[src/rtl/fifo_arb_pkg.sv]
// Shared types and sizing helpers for the
// round-robin FIFO write arbiter.
package fifo_arb_pkg;

   typedef enum logic {
      IDLE  = 1'b0,
      GRANT = 1'b1
   } arb_state_e;

   localparam int DEF_NUM_REQ    = 4;
   localparam int DEF_DATA_WIDTH = 8;
   localparam int DEF_MAX_BURST  = 4;
   localparam int DEF_CNT_WIDTH  = 16;

   // never narrower than one bit
   function automatic int idx_width(input int n);
      return (n > 1) ? $clog2(n) : 1;
   endfunction

   localparam int DEF_ID_W   = idx_width(DEF_NUM_REQ);
   localparam int DEF_BCNT_W = idx_width(DEF_MAX_BURST);

endpackage

[src/rtl/fifo_wr_arbiter_rr_pick.sv]
// Combinational round-robin picker: first
// candidate at or after ptr_i, circularly.
module rr_pick
   import fifo_arb_pkg::*;
#(
   parameter int N  = DEF_NUM_REQ,
   parameter int IW = idx_width(N)
) (
   input  logic [N-1:0]  req_i,
   input  logic [IW-1:0] ptr_i,
   input  logic [N-1:0]  excl_i,
   output logic          pick_valid_o,
   output logic [IW-1:0] pick_id_o
);

   logic [N-1:0]   cand;
   logic [2*N-1:0] dbl;
   logic [N-1:0]   rot;
   int             off;
   int             sum;

   always_comb begin
      pick_valid_o = 1'b0;
      pick_id_o    = '0;
      off          = 0;
      sum          = 0;
      cand         = req_i & ~excl_i;
      // rot[k] is the candidate k places after ptr_i
      dbl          = {cand, cand} >> ptr_i;
      rot          = dbl[N-1:0];
      for (int k = N - 1; k >= 0; k--) begin
         if (rot[k]) begin
            pick_valid_o = 1'b1;
            off          = k;
         end
      end
      sum = int'(ptr_i) + off;
      if (sum >= N) sum = sum - N;
      pick_id_o = IW'(sum);
   end

endmodule

[src/rtl/fifo_wr_arbiter.sv]
// Round-robin burst arbiter sharing one FIFO
// write port between NUM_REQ valid/ready producers.
module fifo_wr_arbiter
   import fifo_arb_pkg::*;
#(
   parameter  int NUM_REQ    = DEF_NUM_REQ,
   parameter  int DATA_WIDTH = DEF_DATA_WIDTH,
   parameter  int MAX_BURST  = DEF_MAX_BURST,
   parameter  int CNT_WIDTH  = DEF_CNT_WIDTH,
   localparam int IdW        = idx_width(NUM_REQ),
   localparam int BcW        = idx_width(MAX_BURST)
) (
   input  logic                          clk,
   input  logic                          rst_n,
   input  logic [NUM_REQ-1:0]            req_valid,
   input  logic [NUM_REQ*DATA_WIDTH-1:0] req_data,
   output logic [NUM_REQ-1:0]            req_ready,
   output logic                          fifo_wr_en,
   output logic [DATA_WIDTH-1:0]         fifo_data_in,
   input  logic                          fifo_full,
   output logic                          grant_valid,
   output logic [IdW-1:0]                grant_id,
   output logic [CNT_WIDTH-1:0]          beat_total
);

   arb_state_e           state_q;
   logic [IdW-1:0]       gid_q;
   logic [IdW-1:0]       ptr_q;
   logic [BcW-1:0]       bcnt_q;
   logic [CNT_WIDTH-1:0] total_q;

   logic [DATA_WIDTH-1:0] words [NUM_REQ];
   logic                  owner_v;
   logic                  accept;
   logic                  last_beat;
   logic                  drop;
   logic                  rel;
   logic [IdW-1:0]        gid_inc;
   logic [IdW-1:0]        pk_ptr;
   logic [NUM_REQ-1:0]    pk_excl;
   logic                  pk_valid;
   logic [IdW-1:0]        pk_id;

   for (genvar i = 0; i < NUM_REQ; i++) begin : g_words
      assign words[i] = req_data[i*DATA_WIDTH +: DATA_WIDTH];
   end

   assign owner_v   = req_valid[gid_q];
   assign accept    = (state_q == GRANT) && owner_v
                      && !fifo_full;
   assign last_beat = accept
                      && (bcnt_q == BcW'(MAX_BURST - 1));
   assign drop      = (state_q == GRANT) && !owner_v;
   assign rel       = last_beat || drop;

   assign gid_inc = (gid_q == IdW'(NUM_REQ - 1))
                    ? '0 : gid_q + 1'b1;
   // re-pick on release uses the advanced pointer
   assign pk_ptr  = rel ? gid_inc : ptr_q;
   assign pk_excl = drop ? (NUM_REQ'(1) << gid_q) : '0;

   rr_pick #(
      .N  (NUM_REQ),
      .IW (IdW)
   ) u_pick (
      .req_i        (req_valid),
      .ptr_i        (pk_ptr),
      .excl_i       (pk_excl),
      .pick_valid_o (pk_valid),
      .pick_id_o    (pk_id)
   );

   always_comb begin
      req_ready    = '0;
      fifo_wr_en   = 1'b0;
      fifo_data_in = '0;
      if (rst_n) begin
         fifo_wr_en       = accept;
         req_ready[gid_q] = accept;
         if (state_q == GRANT) fifo_data_in = words[gid_q];
      end
   end

   assign grant_valid = (state_q == GRANT);
   assign grant_id    = gid_q;
   assign beat_total  = total_q;

   always_ff @(posedge clk or negedge rst_n) begin
      if (!rst_n) begin
         state_q <= IDLE;
         gid_q   <= '0;
         ptr_q   <= '0;
         bcnt_q  <= '0;
         total_q <= '0;
      end else begin
         if (accept) total_q <= total_q + 1'b1;
         unique case (state_q)
            IDLE: begin
               if (pk_valid) begin
                  state_q <= GRANT;
                  gid_q   <= pk_id;
               end
            end
            GRANT: begin
               if (rel) begin
                  ptr_q  <= gid_inc;
                  bcnt_q <= '0;
                  if (pk_valid) gid_q <= pk_id;
                  else state_q <= IDLE;
               end else if (accept) begin
                  bcnt_q <= bcnt_q + 1'b1;
               end
            end
         endcase
      end
   end

endmodule

[config.mk]
export PLATFORM = sky130hd
export DESIGN_NAME = fifo_wr_arbiter
export DESIGN_NICKNAME = d
export VERILOG_FILES = /design/src/rtl/fifo_arb_pkg.sv /design/src/rtl/fifo_wr_arbiter_rr_pick.sv /design/src/rtl/fifo_wr_arbiter.sv
export SDC_FILE = /design/constraint.sdc
export NUM_CORES = 1
export LEC_CHECK = 0
export CORE_MARGIN = 1.5
export CORE_UTILIZATION = 38
export CTS_CLUSTER_DIAMETER = 40
export DETAILED_ROUTE_END_ITERATION = 8
export GPL_TIMING_DRIVEN = 0
export HOLD_SLACK_MARGIN = 0.15
export PLACE_DENSITY = 0.76
export SETUP_SLACK_MARGIN = 0.02
export SYNTH_ARGS = -nofsm -noshare
export SYNTH_HDL_FRONTEND = slang
export SYNTH_SLANG_ARGS = --single-unit
[constraint.sdc]
create_clock -name clk -period 2.77 [get_ports clk]
set_input_delay 0.4155 -clock clk [delete_from_list [all_inputs] [get_ports clk]]
set_output_delay 0.4155 -clock clk [all_outputs]
set_load 0.005 [all_outputs]
==> out/metrics.csv, run 1 <==
stage;metric;value;unit
routing;DR vias/cell;5.31;
placed_design;number of port buffers;70;
routing;DRC;0;
synthesis;Simple-Gate Area Share;18.6;%
synthesis;Synth Flop Type;dfrtp_1;
cells_and_area;Comb gates;125;
worst_hold_path;min-delay worst type;in2async;
clock_network;postcts setup bufs;8;
critical_path;Buf/Inv on CP;4;
final_timing;hold_ws;0.263;ns
synthesis;cells after synthesis;160;
clock_network;TritonCTS clock tree;done;
clock_network;clock buffer depth;2;
clock_network;clock sinks;23;
cells_and_area;Layout Cells excl Fill;306;
pwr;internal power;1540;uW
die;core area;4120;um2
pwr;leakage;0.00122;uW
routing;met2 wire length;2480;um
synthesis;warnings from Yosys;0;
placed_design;Placed Area;2440;um2
synthesis;YS chip area;1660;um2
cells_and_area;non-clk buf share;34.4;%
critical_path;worst setup path startpoint;grant_id[1]$_DFFE_PN0P_;
clock_network;clk slew on worst S/H paths;0.08;ns
synthesis;top-count cell post-synth;dfrtp_1;
synthesis;Yosys cell types;45;
placed_design;RD Place Congestion;0.795;
final_timing;Final Hold Viols;0;
pwr;Clock power frac;8.3;%
critical_path;FF-to-FF End;grant_id[1]$_DFFE_PN0P_;
final_timing;worst clock skew;0.00702;ns
critical_path;worst path required time;2.35;ns
clock_network;CTS Root Buffer Type;clkbuf_8;
cells_and_area;area delta synth->final;64.9;%
final_timing;min cycle time layout;2.76;ns
grt;first-pass GRT wire length;7160;um
cells_and_area;Nets;303;
final_timing;RSZ-0062 raised after global routing;true;
pwr;Total Power;2440;uW
cells_and_area;layout filler cell count;315;
synthesis;Post-Syn Area;1660;um2
pwr;combinational share of power;70.4;%
pwr;switch share;36.9;%
die;num rows;23;
routing;top metal layer carrying routed signals;met4;
critical_path;CP Capture Type;output pin;
synthesis;Area leader share;34.6;%
grt;initial antenna violation count;0;
final_timing;slack of the critical path;0.0126;ns
outcome;status;finished, final reports clean;
synthesis;AO/OA Area Share;13.4;%
placed_design;Placed Cells;280;
clock_network;hold-fix buffer count after cts;0;
routing;routed wire length per instance;15.5;um
synthesis;Async SR Flop Fraction;100;%
critical_path;worst path cell trace;buf_6 -> buf_4 -> mux4_2 -> buf_4 -> nor3b_4 -> and3_1 -> clkdlybuf4s50_1;
clock_network;Resized Gates After CTS;15;
placed_design;hpwl dp;3350;um
synthesis;Seq cells post-synth;23;
critical_path;CP Max Fanout;7;
final_timing;setup_tns;0;ns
cells_and_area;Clock buf/inv share;1.64;%
die;n_taps;50;
routing;DRT Pass-1 Iters;4;
clock_network;Worst-Skew Late Latency;0.26;ns
final_timing;f_max;363;MHz
grt;largest net degree at the start of global routing;28;
cells_and_area;nonclk buf count;99;
synthesis;Post-synth EDFFs;0;
cells_and_area;logic share of the area;40.0;%
routing;final wirelength;4730;um
final_timing;period utilization;99.5;%
routing;Final ANT Viol Nets;0;
synthesis;Top non-seq family;simple AND/OR/NAND/NOR gates;
placed_design;Place WS;-0.427;ns
final_timing;Final setup viols;0;
critical_path;Crit Path Category;reg2out;
critical_path;r2r setup slk;0.11;ns
critical_path;critical path's top delay family;buffers and inverters;
pwr;Worst VDD drop;0.589;mV
grt;total global-route track usage;18.2;%
-- run 1: layout by cell type (no fill, tap or decap), drive strengths merged, types with 7 or more instances in the layout --
master	Yosys	final
and3	15	15
buf	4	27
clkdlybuf4s50	0	62
dfrtp	23	23
ha	7	7
mux4	9	9
nand2	18	18
nand3	7	7
xnor2	12	12
-- run 1: per-layer routing --
metal,up-vias,global-route usage [%]
met4,0,4.36
li1,786,-
met3,7,3.22
met1,797,23.0
met2,36,32.2
met5,-,0
-- run 1: power groups by stage --
stage	clock, uW	sequential (uW)	combinational [uW]
after detailed placement	0	526	1300
after CTS	211	510	1440
after global placement	0	523	1280
after global routing	227	530	1840
after floorplan	0	513	866
final	202	520	1720
-- run 1: flip-flops by register name (all words and copies together) (netlist names) --
name	count
ptr_q	2
grant_valid	1
bcnt_q	2
grant_id	2
beat_total	16
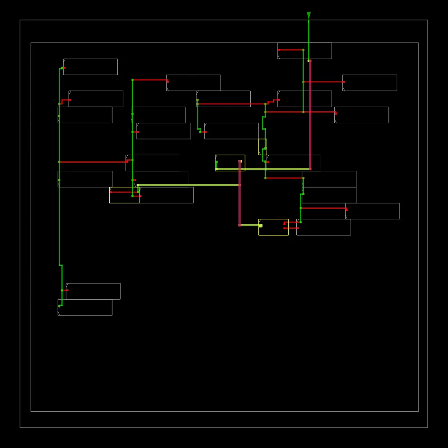
Fig. 1. Clock wiring as the flow saved it (run 1).
flip-flops: 23
Power Clock: 202 uW
number of buffers created by CTS: 3
clkbuf count: 4

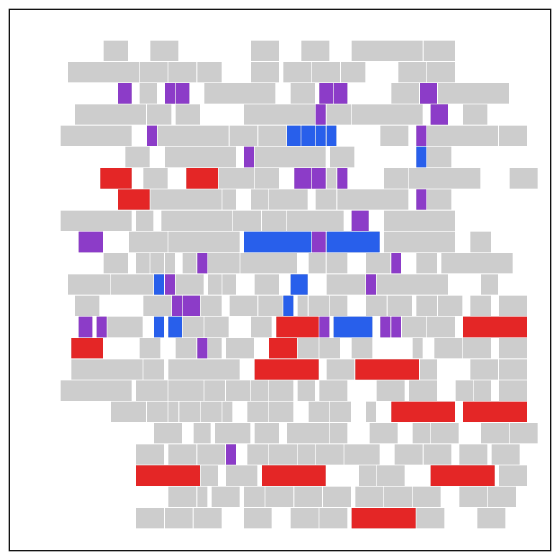
Fig. 2. Logic cells by family (run 1).
blue -> nor cells  # cells 13
purple -> nand cells  # cells 31
red -> mux cells  # cells 15

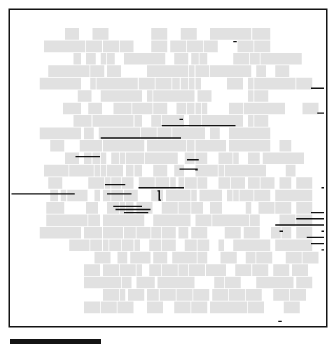
Fig. 3. Met3 routing (run 1).
The bar under the picture is 20 um long. Cells faint in the background.
main direction = horizontal
longest straight run = 17.2 um

## Run 2: what changed since run 1
--- a/config.mk
+++ b/config.mk
@@ -13,6 +13,7 @@
 export HOLD_SLACK_MARGIN = 0.15
 export PLACE_DENSITY = 0.76
 export SETUP_SLACK_MARGIN = 0.02
+export SLEW_MARGIN = 10
 export SYNTH_ARGS = -nofsm -noshare
 export SYNTH_HDL_FRONTEND = slang
 export SYNTH_SLANG_ARGS = --single-unit
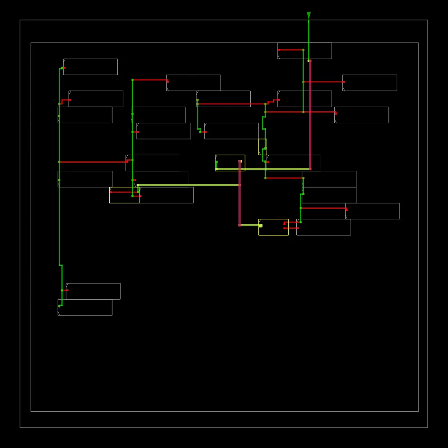
Fig. 4. Clock wiring as the flow saved it (run 2).
worst clock skew: 0.00702 ns
clock sinks: 23
Worst-Skew Late Latency: 0.26 ns

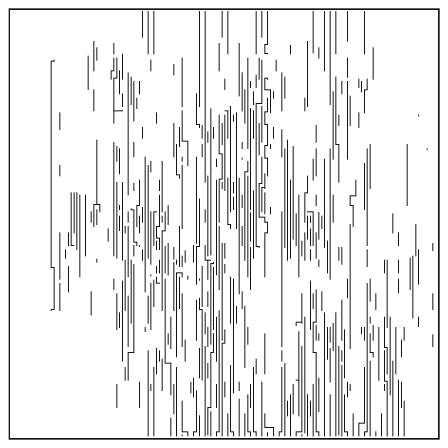
Fig. 5. Met2 routing (run 2).
share of all routed wire = 52%
wire length on this layer = 2480 um
longest straight run = 33.3 um
main direction = vertical
nets with wire on the layer = 270

==> run 2 against run 1 <==
  * Fmax stayed put
  * Sequential power about the same
  * Via count unchanged
  * Clock-buffer cell count unchanged
  * First-iteration DRC count is the same
  * Synthesized cell count stayed put
  * Sequential share of layout area did not move
  * Critical endpoint unchanged
  * Highest routed layer unchanged
==> out/metrics.csv, run 2 <==
stage;metric;value;unit;change
final_timing;hold_ws;0.263;ns;unchanged
synthesis;warnings from Yosys;0;;unchanged
routing;DR vias;1626;;
critical_path;Crit Path Category;reg2out;;
grt;largest net degree at the start of global routing;28;;unchanged
synthesis;Simple-Gate Area Share;18.6;%;unchanged
pwr;leakage;0.00122;uW;unchanged
grt;met3 GRT Util;3.22;%;unchanged
cells_and_area;nonclk buf count;99;;unchanged
synthesis;# Cells Yosys;160;;
synthesis;AO/OA Area Share;13.4;%;unchanged
cells_and_area;max reg flops;16;;unchanged
routing;DRC;0;;unchanged
clock_network;TritonCTS clock tree;done;;
synthesis;Yosys cell types;45;;unchanged
final_timing;Final Hold Viols;0;;unchanged
cells_and_area;non-clk buf share;34.4;%;unchanged
critical_path;R2R depth;13;;
pwr;combinational share of power;70.4;%;about the same
synthesis;top-count cell post-synth;dfrtp_1;;
placed_design;Placed Area;2440;um2;unchanged
critical_path;r2r setup slk;0.11;ns;about the same
outcome;status;finished, final reports clean;;
cells_and_area;area delta synth->final;64.9;%;unchanged
synthesis;Top non-seq family;simple AND/OR/NAND/NOR gates;;
routing;final wirelength;4730;um;unchanged
placed_design;hpwl dp;3350;um;unchanged
placed_design;Placed Cells;280;;unchanged
routing;DRT Pass-1 Iters;4;;unchanged
die;fp util;40.4;%;
cells_and_area;Layout Cells excl Fill;306;;unchanged
cells_and_area;flip-flops;23;;unchanged
synthesis;Async SR Flop Fraction;100;%;unchanged
synthesis;Synth Flop Type;dfrtp_1;;
die;num rows;23;;unchanged
clock_network;clock buffer depth;2;;unchanged
synthesis;Synth Seq Share;34.6;%;
run;maxcap violations;0;;
placed_design;Place WS;-0.427;ns;unchanged
critical_path;CP Capture Type;output pin;;
cells_and_area;Nets;303;;unchanged
routing;top metal layer carrying routed signals;met4;;
final_timing;Final setup viols;0;;unchanged
synthesis;cells after synthesis;160;;unchanged
grt;first-pass GRT wire length;7160;um;unchanged
synthesis;Post-synth EDFFs;0;;unchanged
clock_network;CTS Root Buffer Type;clkbuf_8;;
cells_and_area;layout filler cell count;315;;unchanged
pwr;internal power;1540;uW;unchanged
grt;met1 Use GR;23.0;%;unchanged
clock_network;hold-fix buffer count after cts;0;;unchanged
cells_and_area;Clock buf/inv share;1.64;%;unchanged
pwr;Clock power frac;8.3;%;about the same
grt;total global-route track usage;18.2;%;unchanged
final_timing;Slew @ Worst Pin;0.659;ns;
routing;met2 wire length;2480;um;unchanged
critical_path;worst setup path startpoint;grant_id[1]$_DFFE_PN0P_;;
critical_path;Buf/Inv on CP;4;;unchanged
clock_network;clk slew on worst S/H paths;0.08;ns;about the same
clock_network;number of buffers created by CTS;3;;unchanged
synthesis;Post-Syn Area;1660;um2;unchanged
worst_hold_path;min-delay worst type;in2async;;
pwr;Total Power;2440;uW;unchanged
cells_and_area;most used logic cell in the final layout;clkdlybuf4s50_1;;
final_timing;f_max;363;MHz;unchanged
final_timing;RSZ-0062 raised after global routing;true;;
routing;DR vias/cell;5.31;;unchanged
grt;met2 Resource Use GR;32.2;%;unchanged
cells_and_area;logic share of the area;40.0;%;unchanged
grt;initial antenna violation count;0;;unchanged
routing;Routed met3 length;127;um;
routing;routed wire length per instance;15.5;um;unchanged
critical_path;worst path required time;2.35;ns;about the same
synthesis;Area leader share;34.6;%;unchanged
final_timing;min cycle time layout;2.76;ns;unchanged
final_timing;setup_tns;0;ns;unchanged
critical_path;CP Max Fanout;7;;unchanged
pwr;switch share;36.9;%;unchanged
cells_and_area;clkbuf count;4;;unchanged
pwr;Worst VDD drop;0.589;mV;unchanged
cells_and_area;Comb gates;125;;unchanged
critical_path;critical path's top delay family;buffers and inverters;;
synthesis;YS chip area;1660;um2;unchanged
critical_path;FF-to-FF End;grant_id[1]$_DFFE_PN0P_;;
routing;Final ANT Viol Nets;0;;unchanged
cells_and_area;Top Layout Cells;clkdlybuf4s50_1 (62), dfrtp_1 (23), buf_4 (22);;
final_timing;slack of the critical path;0.0126;ns;unchanged
critical_path;worst path cell trace;buf_6 -> buf_4 -> mux4_2 -> buf_4 -> nor3b_4 -> and3_1 -> clkdlybuf4s50_1;;
final_timing;period utilization;99.5;%;unchanged
==> run 2: cell counts after synthesis <==
No cell type changed its count.
==> run 2: power groups by stage <==
stage | clock (uW) | combinational [uW] | sequential, uW
final | 202 | 1720 | 520
after global routing | 227 | 1840 | 530
after CTS | 211 | 1440 | 510
after detailed placement | 0 | 1300 | 526
after global placement | 0 | 1280 | 523
after floorplan | 0 | 866 | 513
==> run 2: repair_timing <==
| action | CTS | global route |
|---|---|---|
| resized | 15 | 19 |
| endpoints found under the setup margin | 15 | 3 |
| pin swaps | 1 | 8 |
| cloned | 0 | 0 |
| buffers inserted | 8 | 15 |
Fig. 6: run 2, met3 routing
The bar under the picture is 20 um long. Cells faint in the background.
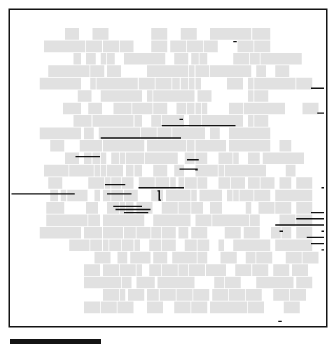

## Run 3: what changed since run 2
--- a/config.mk
+++ b/config.mk
@@ -5,7 +5,7 @@
 export SDC_FILE = /design/constraint.sdc
 export NUM_CORES = 1
 export LEC_CHECK = 0
-export CORE_MARGIN = 1.5
+export CORE_MARGIN = 2
 export CORE_UTILIZATION = 38
 export CTS_CLUSTER_DIAMETER = 40
 export DETAILED_ROUTE_END_ITERATION = 8
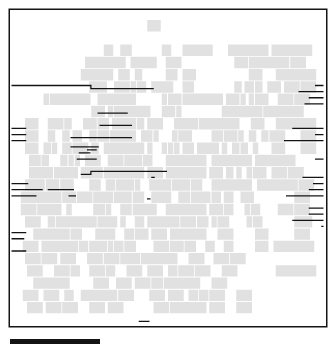
Fig. 7. Met3 routing (run 3).
The bar under the picture is 20 um long. Cells faint in the background.
DR vias: 1622
final wirelength: 4640 um
met3 GRT Util: 3.90%

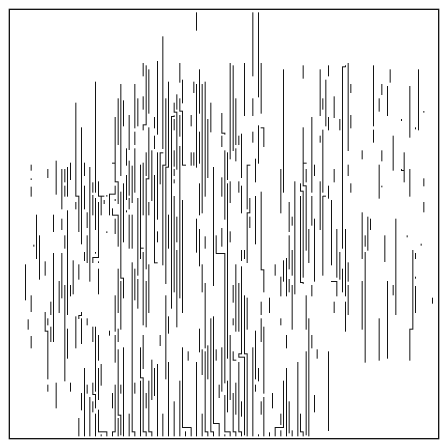
Fig. 8. Met2 routing (run 3).
share of all routed wire = 53%
wire length on this layer = 2450 um
met2 Resource Use GR: 33.0%

==> run 3 against run 2 <==
  * Clock skew fell by 0.0031 ns
  * Total power decreased by 1.9%
  * Sequential share of layout area increased by 0.087 points
  * Global-route usage up 0.16 points
  * Synthesized cell count is the same
  * Die area increased by 2.9%
  * Critical path depth increased by 6
  * Largest cell class unchanged
  * Fmax grew 2.3%
  * Register-to-register slack lost 0.04 ns
  * Sequential cell count unchanged
==> out/metrics.csv, run 3 <==
stage;metric;value;unit;change
cells_and_area;Layout Cells excl Fill;304;;-0.65%
cells_and_area;Nets;299;;-1.3%
grt;total global-route track usage;18.3;%;+0.16 points
cells_and_area;Top Layout Cells;clkdlybuf4s50_1 (60), dfrtp_1 (23), buf_4 (18);;
cells_and_area;nonclk buf count;95;;-4.0%
critical_path;worst setup path startpoint;grant_id[0]$_DFFE_PN0P_;;
pwr;switch share;37.4;%;+0.53 points
final_timing;RSZ-0062 raised after global routing;true;;
run;maxcap violations;0;;unchanged
pwr;internal power;1500;uW;-2.7%
pwr;largest power group;combinational cells;;
clock_network;Worst-Skew Late Latency;0.27;ns;about the same
cells_and_area;area delta synth->final;64.2;%;
placed_design;Placed Area;2440;um2;+0.10%
cells_and_area;clkbuf count;3;;-1
clock_network;TritonCTS clock tree;done;;
clock_network;clock buffer depth;2;;unchanged
final_timing;Slew @ Worst Pin;0.659;ns;-0.000102 ns
routing;DR vias/cell;5.34;;+0.41%
outcome;status;finished, final reports clean;;
pwr;Power Sequential;518;uW;about the same
critical_path;critical path's top delay family;AND-OR/OR-AND gates;;
routing;routed wire length per instance;15.3;um;-1.3%
final_timing;Final setup viols;0;;unchanged
cells_and_area;most used logic cell in the final layout;clkdlybuf4s50_1;;
routing;DRC;0;;unchanged
final_timing;period utilization;97.3;%;-2.2 points
placed_design;Place WS;-0.461;ns;-0.0333 ns
synthesis;cells after synthesis;160;;unchanged
final_timing;Final Hold Viols;0;;unchanged
clock_network;CTS Root Buffer Type;clkbuf_8;;
placed_design;Placed Cells;282;;+0.71%
synthesis;Synth Seq Share;34.6;%;unchanged
pwr;Power Clock;214;uW;+6%
critical_path;worst path cell trace;buf_6 -> mux4_2 -> buf_4 -> buf_4 -> o21a_1 -> nand2_1 -> a21oi_1 -> o21ai_1 -> o21ai_1 -> ha_2 -> xnor2_1 -> a211o_1 -> nand3_1;;
cells_and_area;layout filler cell count;362;;+15%
cells_and_area;Clock buf/inv share;1.70;%;+0.053 points
die;fp util;38.7;%;-1.7 points
synthesis;# Cells Yosys;160;;unchanged
final_timing;slack of the critical path;0.0743;ns;+0.0617 ns
final_timing;f_max;371;MHz;+2.3%
critical_path;CP Capture Type;register;;
final_timing;min cycle time layout;2.70;ns;-0.0617 ns
[run 3: cell counts after synthesis]
Identical to the previous run, type by type.
[run 3: cell families (layout without fill, tap and decap cells)]
logic type | after synthesis | in the layout | synth area share, %
adders and majority gates | 7 | 7 | 5.27
muxes | 15 | 15 | 16.4
and+or+nand+nor | 60 | 60 | 18.6
DFF | 23 | 23 | 34.6
buffers and inverters | 12 | 104 | 3.31
xor gates and xnor gates | 16 | 16 | 8.43
AOI/OAI and AO/OA | 27 | 27 | 13.4
[run 3: timing repair]
item | CTS | global route
endpoints found under the setup margin | 15 | 6
buffers inserted | 8 | 11
pin swaps | 2 | 9
gates resized | 15 | 25
No activity file was given, so power comes from the tool's default toggle rates.
